==> src/rtl/gpia_wb_slave.sv <==
// Wishbone B3 classic slave in front of GPIA_DWORD: bus writes become mode/d/stb strobes,
// reads return GPIA state, and the input pins get synchronizing, change flags and an irq.
module gpia_wb_slave #(
  parameter int SYNC_PRIME = 3
) (
  input  logic        clk_i,
  input  logic        res_i,
  input  logic        cyc_i,
  input  logic        stb_i,
  input  logic        we_i,
  input  logic [2:0]  adr_i,
  input  logic [7:0]  sel_i,
  input  logic [63:0] dat_i,
  output logic [63:0] dat_o,
  output logic        ack_o,
  output logic [1:0]  gpia_mode_o,
  output logic [63:0] gpia_d_o,
  output logic [7:0]  gpia_stb_o,
  input  logic [63:0] gpia_q_i,
  input  logic [63:0] pins_i,
  output logic        irq_o
);

  localparam int CNT_W = (SYNC_PRIME < 1) ? 1 : $clog2(SYNC_PRIME + 1);
  localparam logic [CNT_W-1:0] PRIME_MAX = CNT_W'(SYNC_PRIME);

  function automatic logic [63:0] lane_mask(input logic [7:0] sel);
    logic [63:0] m;
    for (int i = 0; i < 8; i++) m[8*i +: 8] = {8{sel[i]}};
    return m;
  endfunction

  logic             start;
  logic             wr_gpia;
  logic             wr_flags;
  logic             wr_ien;
  logic             rd;
  logic [63:0]      sel_mask;
  logic [63:0]      rd_data;
  logic [63:0]      pins_p0;
  logic [63:0]      pins_p1;
  logic [63:0]      pins_p2;
  logic [63:0]      flags;
  logic [63:0]      flags_clr;
  logic [63:0]      flags_set;
  logic [63:0]      ien;
  logic [CNT_W-1:0] prime_cnt;
  logic             primed;

  // The registered ack blocks a second start on the ack cycle, giving one transfer per 2 cycles.
  assign start    = cyc_i & stb_i & ~ack_o;
  assign wr_gpia  = start & we_i & ~adr_i[2];
  assign wr_flags = start & we_i & (adr_i == 3'd5);
  assign wr_ien   = start & we_i & (adr_i == 3'd6);
  assign rd       = start & ~we_i;
  assign sel_mask = lane_mask(sel_i);

  always_comb begin
    rd_data = '0;
    case (adr_i)
      3'd4:    rd_data = pins_p1;
      3'd5:    rd_data = flags;
      3'd6:    rd_data = ien;
      3'd7:    rd_data = '0;
      default: rd_data = gpia_q_i;
    endcase
  end

  always_ff @(posedge clk_i or negedge res_i) begin
    if (!res_i) begin
      ack_o       <= 1'b0;
      dat_o       <= '0;
      gpia_mode_o <= '0;
      gpia_d_o    <= '0;
      gpia_stb_o  <= '0;
      ien         <= '0;
    end else begin
      ack_o      <= start;
      gpia_stb_o <= wr_gpia ? sel_i : 8'h00;
      if (wr_gpia) begin
        gpia_mode_o <= adr_i[1:0];
        gpia_d_o    <= dat_i;
      end
      if (rd) dat_o <= rd_data;
      if (wr_ien) ien <= (ien & ~sel_mask) | (dat_i & sel_mask);
    end
  end

  // Input side: pins_p0/pins_p1 synchronize, pins_p2 is the previous synchronized sample.
  assign primed    = (prime_cnt == PRIME_MAX);
  assign flags_clr = wr_flags ? (dat_i & sel_mask) : '0;
  assign flags_set = primed ? (pins_p1 ^ pins_p2) : '0;

  always_ff @(posedge clk_i or negedge res_i) begin
    if (!res_i) begin
      pins_p0   <= '0;
      pins_p1   <= '0;
      pins_p2   <= '0;
      flags     <= '0;
      prime_cnt <= '0;
    end else begin
      pins_p0 <= pins_i;
      pins_p1 <= pins_p0;
      pins_p2 <= pins_p1;
      // A change arriving on the same edge as a clear must survive it.
      flags   <= (flags & ~flags_clr) | flags_set;
      if (prime_cnt < PRIME_MAX) prime_cnt <= prime_cnt + 1'b1;
    end
  end

  assign irq_o = |(flags & ien);

endmodule

==> config.mk <==
export PLATFORM = sky130hd
export DESIGN_NAME = gpia_wb_slave
export DESIGN_NICKNAME = d
export VERILOG_FILES = /design/src/rtl/gpia_wb_slave.sv
export SDC_FILE = /design/constraint.sdc
export NUM_CORES = 1
export LEC_CHECK = 0
export CAP_MARGIN = 10
export CORE_MARGIN = 2
export CORE_UTILIZATION = 58
export CTS_BUF_LIST = sky130_fd_sc_hd__clkbuf_8
export DETAILED_ROUTE_END_ITERATION = 12
export PLACE_DENSITY = 0.95
export SYNTH_ARGS = -nofsm -noshare
export SYNTH_HDL_FRONTEND = slang
export SYNTH_SLANG_ARGS = --single-unit
==> constraint.sdc <==
create_clock -name clk_i -period 3.18 [get_ports clk_i]
set_clock_uncertainty 0.15 [all_clocks]
set_input_delay 0.477 -clock clk_i [delete_from_list [all_inputs] [get_ports clk_i]]
set_output_delay 0.477 -clock clk_i [all_outputs]
set_load 0.005 [all_outputs]
Fig. 1: layout detail
Bar = 10 µm. Window x 77 to 102, y 113 to 138 µm. Cells in gray, sequential cells in the stronger gray; small squares are vias.
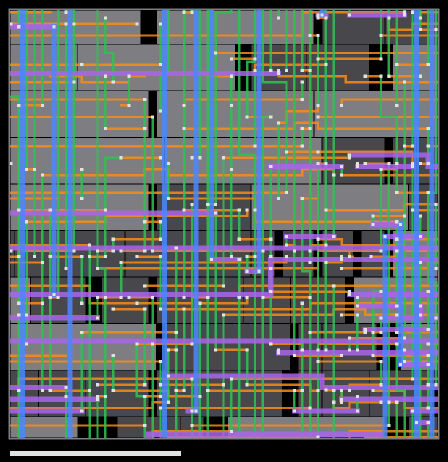
legend:
  blue:
    layer: metal 4
  green:
    layer: metal 2
  purple:
    layer: metal 3
  orange:
    layer: metal 1
cells with their middle in the window: 40
netlist names of flops here include: pins_p1 (3), flags (2), pins_p0 (2)
sequential cells in the window: 12
most frequent: dfrtp_1 (12), nand2_1 (4), a22o_1 (4)

Fig. 2: clock distribution
Bar = 50 µm.
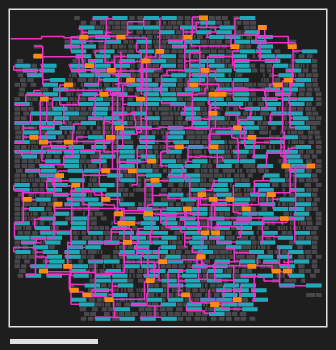
legend:
  magenta:
    item: clock wires
    length: 5720 µm
  orange:
    item: clock drivers
    count: 72
  cyan:
    item: flip-flops
    count: 461
routed clock nets: 73
flops lie: spread over the die
Clock Power: 4.90 mW
Clk pwr share: 34.6%

Fig. 3: wire density map
36 x 36 tiles, from dark blue (low) to red (high), scaled to the fullest tile. Values are wire area over tile area, all layers added.
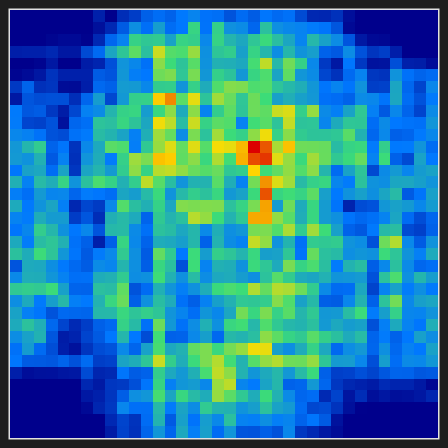
nearly empty tiles: 8.6%
tiles over half the peak: 14%
mean over tiles: 0.28
via count: 13190
routed len/inst: 25.20 µm
GR Util All Layers: 33.81%

==> impl_metrics.json <==
{
  "status": "complete, no violations",
  "cts_tree": "built",
  "grtUsageMet3_pct": 8.002,
  "path_depth": 5,
  "crit_type": "flop to primary output",
  "hp-class": "input pin to flop",
  "placed_cell_area_um2": 22110,
  "clockRootBuffer": "clkbuf_8",
  "warnings": 26,
  "p_comb_mw": 2.40,
  "top_power_group": "registers",
  "end_kind": "primary output",
  "fmax_mhz": 330.1,
  "final-clk-cell-share_pct": 5.920,
  "whs_endpoint": "pins_p0[24]",
  "flop_area_um2": 11540,
  "final-comb-area_um2": 6197,
  "min_period_ns": 3.029,
  "power_density_nw_per_um2": 599.9,
  "cts.reportedPaths.clkPinSlew_ns": 0.07,
  "synthArstFlopShare_pct": 100.0,
  "cp-start-kind": "flop",
  "fp_util_pct": 58.86,
  "adder_share_pct": 0.06967,
  "aoi_share_pct": 11.01,
  "p_leak_nw": 10.63,
  "worstSkewPairLatency_ns": 0.59,
  "yosys_area_um2": 17960,
  "synth_cells": 1314,
  "post-synth-top-count-cell": "dfrtp_1",
  "power_switching_mw": 3.689,
  "ys_cells": 1314,
  "cts_sinks": 461,
  "hold_ws_ns": 0.1673,
  "setup_viol": 0,
  "grt-ovfl-total": 0,
  "topCombFamilyByArea": "multiplexers",
  "layout.nets": 1921,
  "worstHoldStart": "pins_i[24]",
  "worst_pin_slew_ns": 0.7630,
  "internal-power_mw": 10.49,
  "place.gp.congestion": 0.8898,
  "detailedRoute.firstPassIterationCount": 5,
  "crit_chain": "a22o_1 -> a221oi_1 -> nand4_1 -> or4_1 -> clkbuf_2",
  "ys_top_cells_by_count": "dfrtp_1 (461), a22o_1 (128), nand2_1 (114)",
  "clock_path_buffers": 3,
  "required_ns": 2.55,
  "die_w_um": 180.0,
  "viasPerCell": 6.082,
  "flop_cell": "dfrtp_1",
  "cts_resized": 9,
  "die_h_um": 180.0,
  "ir_drop_uv": 519.9,
  "pwr-share-comb_pct": 16.9,
  "met3WireLength_mm": 4.882,
  "fin_util_pct": 77.45,
  "wl_met1_mm": 21.28,
  "critPathBufInv": 1,
  "largest_class": "flip-flops and latches",
  "grt_pass1_wl_mm": 83.81,
  "yosys_warnings": 0,
  "dp.cells": 2033,
  "slowest_delay_ns": 0.45,
  "synth_cell_type_count": 33,
  "synth_flops": 461,
  "holdBufCountCts": 1,
  "drt_iter0_markers": 1345,
  "synthesis.area_um2": 17960,
  "die-area_um2": 32390,
  "drc": 0,
  "met2_wirelength_mm": 26.08,
  "endpoint": "irq_o",
  "edf_count": 0,
  "synth.area.mux_share_pct": 13.12,
  "critPathTopFamily": "AND-OR/OR-AND gates",
  "ant_nets": 0,
  "final.clkbuf_count": 87,
  "antenna_cells": 7,
  "fin_crit_sh_pct": 95.26,
  "dp_slack_ns": 0.2995,
  "drt-total-wl_mm": 54.63,
  "cp.arrival_ns": 2.40,
  "fin_setup_tns_ns": 0,
  "r2r_slack_ns": 1.03,
  "rows": 64,
  "grtUsageMet2_pct": 54.19,
  "numCtsBuffers": 72,
  "drive_gt1_share_pct": 17.22,
  "num-nonclk-inverters": 18,
  "grtUsageMet1_pct": 44.86,
  "r2r_start": "ack_o",
  "num-multi-input-gates": 769,
  "largest_area_cell": "dfrtp_1",
  "maxCapViolations": 0,
  "synthSimpleGateAreaFrac_pct": 6.417,
  "rsz0062_at_grt": "no",
  "cts_htree_levels": 3,
  "io_pins": 348,
  "slew_headroom_pct": 49.13,
  "path_max_fanout": 3,
  "fin_cells": 2168,
  "mostFrequentLayoutCell": "dfrtp_1",
  "seqPwrFrac_pct": 48.5,
  "worstHoldPathCells": 1,
  "power_mw": 14.18,
  "p_seq_mw": 6.87,
  "final_cell_mix": "dfrtp_1 (461), clkdlybuf4s50_1 (342), a22o_1 (127)",
  "cp_slowest_cell": "a221oi_1",
  "io_buffers": 347,
  "area_leaders": "dfrtp_1 (64%), a22o_1 (6.2%), mux2_4 (5.4%)",
  "nonClkBufAreaFrac_pct": 16.57,
  "crit_start": "flags[15]",
  "p_sw_share_pct": 26.02,
  "ys_sh_xor_pct": 3.170,
  "route.top_layer_used": "met4",
  "hold_viol": 0,
  "place_hpwl_mm": 36.14,
  "cts_setup_buffers": 0,
  "antenna_found_initial": 6,
  "seq_area_frac_synth_pct": 64.24,
  "synth_top_area_share_pct": 64.24
}
Fig. 4: placed standard cells
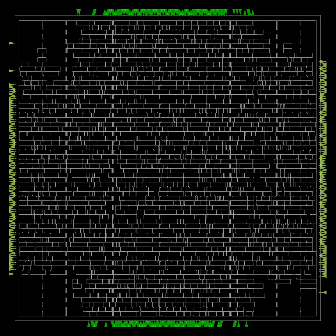
# Taps: 396
Seq Cell Count: 461
# fillers: 1642
flop share of the area: 48.82%

Fig. 5: sizing map
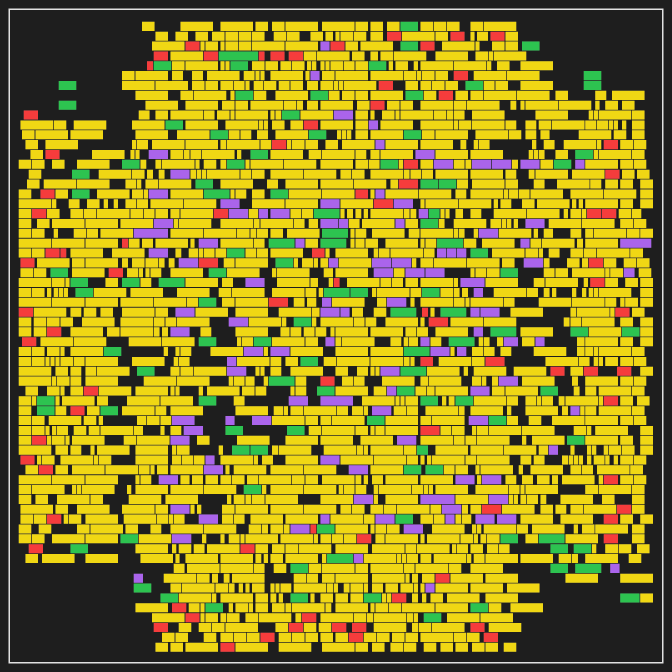
legend:
  purple:
    size: _3 and _4 cells
    cells: 110
    share: 6.2%
  red:
    size: _2 cells
    cells: 85
    share: 4.8%
  yellow:
    size: _0 and _1 cells
    cells: 1461
    share: 83%
  green:
    size: _6 and larger
    cells: 109
    share: 6.2%
Syn-to-layout area delta: 31.58%
Worst Setup Slack, final: 0.1507 ns
Final Cell Area: 23630 µm²
non-clock buffer total of the final layout: 390

Power figures rest on the tool's default switching activity, not on a simulated workload.
